<file path="src/rtl/cxor_pipe.sv">
// cxor_pipe: pipelined NBIT-wide XOR/XNOR lane with valid/ready on both sides.
//
// The result is computed combinationally when a beat is accepted and stored in a
// 2-entry output FIFO. o_ready is a flop, so upstream never sees a combinational
// path from i_ready.
//
// Optional feature (define CXOR_POPCNT_EN): a saturating popcount accumulator runs
// over frames delimited by i_last. The running value including each beat is stored
// alongside that beat and presented on o_acc/o_sat. With the macro undefined,
// o_acc and o_sat are tied to 0.
//
// Parameters:
//   NBIT   data width of i_a, i_b, o_data
//   ACC_W  width of the saturating popcount accumulator
// Ports:
//   i_clk, i_rst          clock (rising edge), asynchronous active-high reset
//   i_valid/o_ready       input handshake (o_ready registered)
//   i_a, i_b, i_mode      operands; mode 0 = XOR, 1 = XNOR
//   i_last                last beat of a frame
//   o_valid/i_ready       output handshake (o_valid = FIFO not empty)
//   o_data, o_last        head beat result and frame marker
//   o_acc, o_sat          head beat running popcount and saturation flag
module cxor_pipe #(
  parameter int unsigned NBIT  = 8,
  parameter int unsigned ACC_W = 16
) (
  input  logic             i_clk,
  input  logic             i_rst,
  input  logic             i_valid,
  output logic             o_ready,
  input  logic [NBIT-1:0]  i_a,
  input  logic [NBIT-1:0]  i_b,
  input  logic             i_mode,
  input  logic             i_last,
  output logic             o_valid,
  input  logic             i_ready,
  output logic [NBIT-1:0]  o_data,
  output logic             o_last,
  output logic [ACC_W-1:0] o_acc,
  output logic             o_sat
);

`ifdef CXOR_POPCNT_EN
  typedef struct packed {
    logic [NBIT-1:0]  data;
    logic             last;
    logic [ACC_W-1:0] acc;
    logic             sat;
  } beat_t;
`else
  typedef struct packed {
    logic [NBIT-1:0] data;
    logic            last;
  } beat_t;
`endif

  logic       push, pop;
  logic [1:0] cnt_q, cnt_d;
  logic       ready_q, ready_d;
  beat_t      slot0_q, slot0_d;  // head
  beat_t      slot1_q, slot1_d;
  beat_t      in_beat;

  logic [NBIT-1:0] result;

  assign push   = i_valid & ready_q;
  assign pop    = o_valid & i_ready;
  assign result = i_mode ? ~(i_a ^ i_b) : (i_a ^ i_b);

`ifdef CXOR_POPCNT_EN
  localparam int unsigned PW = $clog2(NBIT + 1);
  localparam int unsigned SW = ACC_W + PW;

  logic [PW-1:0]    pcnt;
  logic [SW-1:0]    sum;
  logic             over;
  logic [ACC_W-1:0] acc_new;
  logic             sat_new;
  logic [ACC_W-1:0] acc_run_q;
  logic             sat_run_q;

  always_comb begin
    pcnt = '0;
    for (int i = 0; i < NBIT; i++) begin
      pcnt = pcnt + PW'(result[i]);
    end
  end

  // Wide enough that acc_run + popcount never wraps before the saturation compare.
  assign sum     = SW'(acc_run_q) + SW'(pcnt);
  assign over    = sum > SW'({ACC_W{1'b1}});
  assign acc_new = over ? {ACC_W{1'b1}} : sum[ACC_W-1:0];
  assign sat_new = sat_run_q | over;

  always_ff @(posedge i_clk or posedge i_rst) begin
    if (i_rst) begin
      acc_run_q <= '0;
      sat_run_q <= 1'b0;
    end else if (push) begin
      acc_run_q <= i_last ? '0 : acc_new;
      sat_run_q <= i_last ? 1'b0 : sat_new;
    end
  end

  always_comb begin
    in_beat      = '0;
    in_beat.data = result;
    in_beat.last = i_last;
    in_beat.acc  = acc_new;
    in_beat.sat  = sat_new;
  end

  assign o_acc = slot0_q.acc;
  assign o_sat = slot0_q.sat;
`else
  always_comb begin
    in_beat      = '0;
    in_beat.data = result;
    in_beat.last = i_last;
  end

  assign o_acc = '0;
  assign o_sat = 1'b0;
`endif

  // Slot 0 is always the head; slot 1 only holds a beat when cnt = 2.
  always_comb begin
    cnt_d   = cnt_q;
    slot0_d = slot0_q;
    slot1_d = slot1_q;
    unique case ({push, pop})
      2'b10: begin
        cnt_d = cnt_q + 2'd1;
        if (cnt_q == 2'd0) slot0_d = in_beat;
        else               slot1_d = in_beat;
      end
      2'b01: begin
        cnt_d   = cnt_q - 2'd1;
        slot0_d = slot1_q;
      end
      2'b11: begin
        // Only reachable with cnt = 1: the new beat replaces the popped head.
        slot0_d = in_beat;
      end
      default: ;
    endcase
    ready_d = cnt_d < 2'd2;
  end

  always_ff @(posedge i_clk or posedge i_rst) begin
    if (i_rst) begin
      cnt_q   <= 2'd0;
      ready_q <= 1'b0;
      slot0_q <= '0;
      slot1_q <= '0;
    end else begin
      cnt_q   <= cnt_d;
      ready_q <= ready_d;
      slot0_q <= slot0_d;
      slot1_q <= slot1_d;
    end
  end

  assign o_ready = ready_q;
  assign o_valid = cnt_q != 2'd0;
  assign o_data  = slot0_q.data;
  assign o_last  = slot0_q.last;

endmodule

</file>
<file path="config.mk">
export PLATFORM = sky130hd
export DESIGN_NAME = cxor_pipe
export DESIGN_NICKNAME = d
export VERILOG_FILES = /design/src/rtl/cxor_pipe.sv
export SDC_FILE = /design/constraint.sdc
export NUM_CORES = 1
export LEC_CHECK = 0
export CAP_MARGIN = 20
export CORE_MARGIN = 8
export CORE_UTILIZATION = 43
export DETAILED_ROUTE_END_ITERATION = 16
export PLACE_DENSITY = 0.8
export SLEW_MARGIN = 20
export SYNTH_ARGS = -nofsm -noshare
export SYNTH_HDL_FRONTEND = slang
export SYNTH_SLANG_ARGS = --single-unit
</file>
<file path="constraint.sdc">
create_clock -name i_clk -period 2.4 [get_ports i_clk]
set_input_delay 0.24 -clock i_clk [delete_from_list [all_inputs] [get_ports i_clk]]
set_output_delay 0.24 -clock i_clk [all_outputs]
set_load 0.02 [all_outputs]
</file>
==> images/layers.png <==
Two of the layers only.
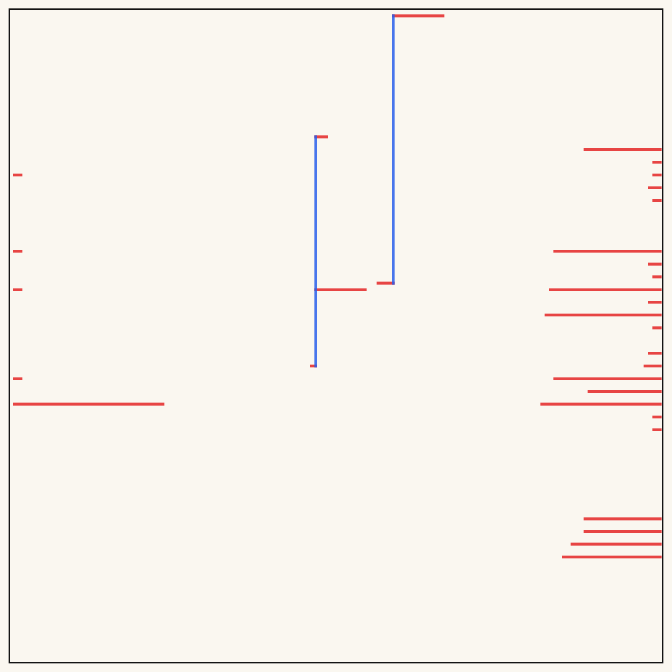
[M4] blue | wire length: 53.0 um
[M3] red | wire length: 154 um

==> images/m3.png <==
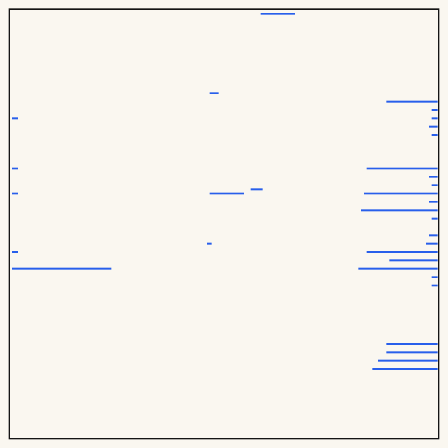
longest straight run: 15.9 um
main direction: horizontal
wire length on this layer: 154 um
nets with wire on the layer: 30
share of all routed wire: 6.4%
met3 usage: 2.718%
DRT Wirelength: 2419 um

==> images/ff_map.png <==
Other sequential cells in the stronger grey, the rest of the logic in the fainter grey.
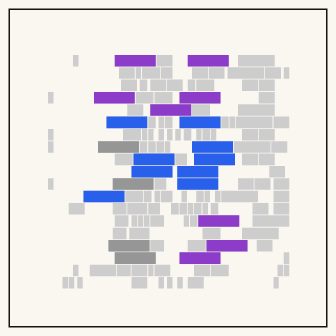
[`slot1_q`] blue | flops: 9
[`o_data`] purple | flops: 8

==> images/pinout.png <==
Pins as bars across the die edge, other pins in grey.
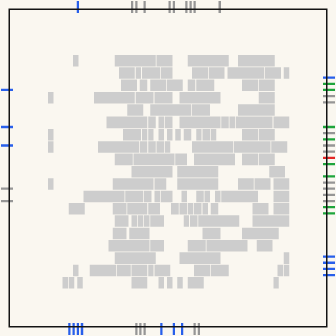
[`i_mode`] red | pins: 1 | direction: input | edge: right
[`o_acc`] blue | pins: 16 | direction: output | edge: 7 bottom, 5 right, 3 left, 1 top
[`i_a`] green | pins: 8 | direction: input | edge: right

==> CHANGELOG.md <==
## Implementation

- Status: finished, final reports clean
- ANT cells: 0
- Syn Inst Count: 109
- Chip height: 69.65 um
- Die area: between 4000 and 5000 um^2
- Setup bufs post-CTS: 0
- Placed Cells: roughly 170
- Crit-path slowest cell: clkdlybuf4s50_1
- P_seq: 0.639 mW
- Pint: 1.041 mW
- Worst ir drop on vdd: roughly 610 uV
- Fp_density: 44.87%
- Nets@finish: around 170
- Comb power frac: between 50 and 60%
- Startpoint types: register
- Fin area: 1551 um^2
- Comb area: around 610 um^2
- Combinational power: 0.866 mW
- Net Sw Frac: 37.81%
- Top delay family on crit path: buffers and inverters
- Ys flops: 21
- # Cells Yosys: 109
- YS chip area: 1237 um^2
- CTS Sinks: 21
- Finished Layout Cells: 173
- Buffers plus inverters on the worst setup path: 1
- Main power group: combinational cells
- Layout cell share with drive strength beyond 1: 13.38%
- # setup viols final: 0
- First-pass GRT wire length: 4188 um
- Most frequent logic cell in the layout: clkdlybuf4s50_1
- Initial antenna violation count: 0
- Setup WS pre-CTS: ~520 ps
- Die Span X: 69.65 um
- RSZ-0062 raised after global routing: false
- Post-CTS resize count: 0
- FF-to-FF path depth: 7
- Synth unique cells: 18
- Worst hold path type: input port to async pin
- Max reg flops: 9
- Worst Path Max Fanout: 5
- Largest net degree at the start of global routing: 22
- CP Depth: 2
- Tightest Pin Transition: 776.6 ps
- Most flop-heavy register: slot1_q
how the worst min path moves through the flow:
stage / start / to / slack [ps] / cells past startpoint
6_report: i_rst / o_data[2] / 360 / 2
5_1_grt: i_rst / o_data[1] / 480 / 2
4_1_cts: i_rst / o_data[0] / 390 / 2
3_5_place_dp: slot1_q[4] / slot1_q[4] / 480 / 2
3_3_place_gp: slot1_q[6] / slot1_q[6] / 460 / 2
2_1_floorplan: i_rst / async pin / 220 / 1
synthesized netlist by cell type, drive strengths merged:
library cell / count / area, um^2
buf: 20 / 142.6
clkbuf: 1 / 3.750
conb: 1 / 3.750
dfrtp: 21 / 525.5
ha: 2 / 25.02
inv: 3 / 11.26
mux2: 11 / 123.9
nand2: 17 / 63.81
nor2: 1 / 3.750
o21ai: 19 / 110.1
or2: 1 / 8.760
xnor2: 3 / 26.28
xnor3: 8 / 180.2
xor2: 1 / 8.760
cell families (layout without fill, tap and decap cells):
kind of cell | Yosys count | count (layout) | share of synthesized area, %
xor+xnor | 12 | 12 | 17.39
fa+ha+maj | 2 | 2 | 2.022
simple gates | 19 | 19 | 6.168
other cells | 1 | 17 | 0.3030
compound gates | 19 | 19 | 8.898
mux | 11 | 11 | 10.01
flops | 21 | 21 | 42.47
buf+inv | 24 | 41 | 12.74
routing by layer:
layer  GRT usage, %  part of all wire [%]  vias to the layer above
li1               -                     -                      392
met1          12.03                    44                      382
met2          17.32                    48                       33
met3          2.718                   6.3                        5
met4          5.357                   2.2                        0
met5              0                     0                        -
cell type report:
type                            count  share of cell area, %
Tap cell                           31                  2.500
Multi-Input combinational cell     80                  39.60
Sequential cell                    21                  33.87
Inverter                            3                 0.7258
Timing Repair Buffer               34                  21.61
Clock buffer                        4                  1.694
Power and IR drop assume default switching activity.
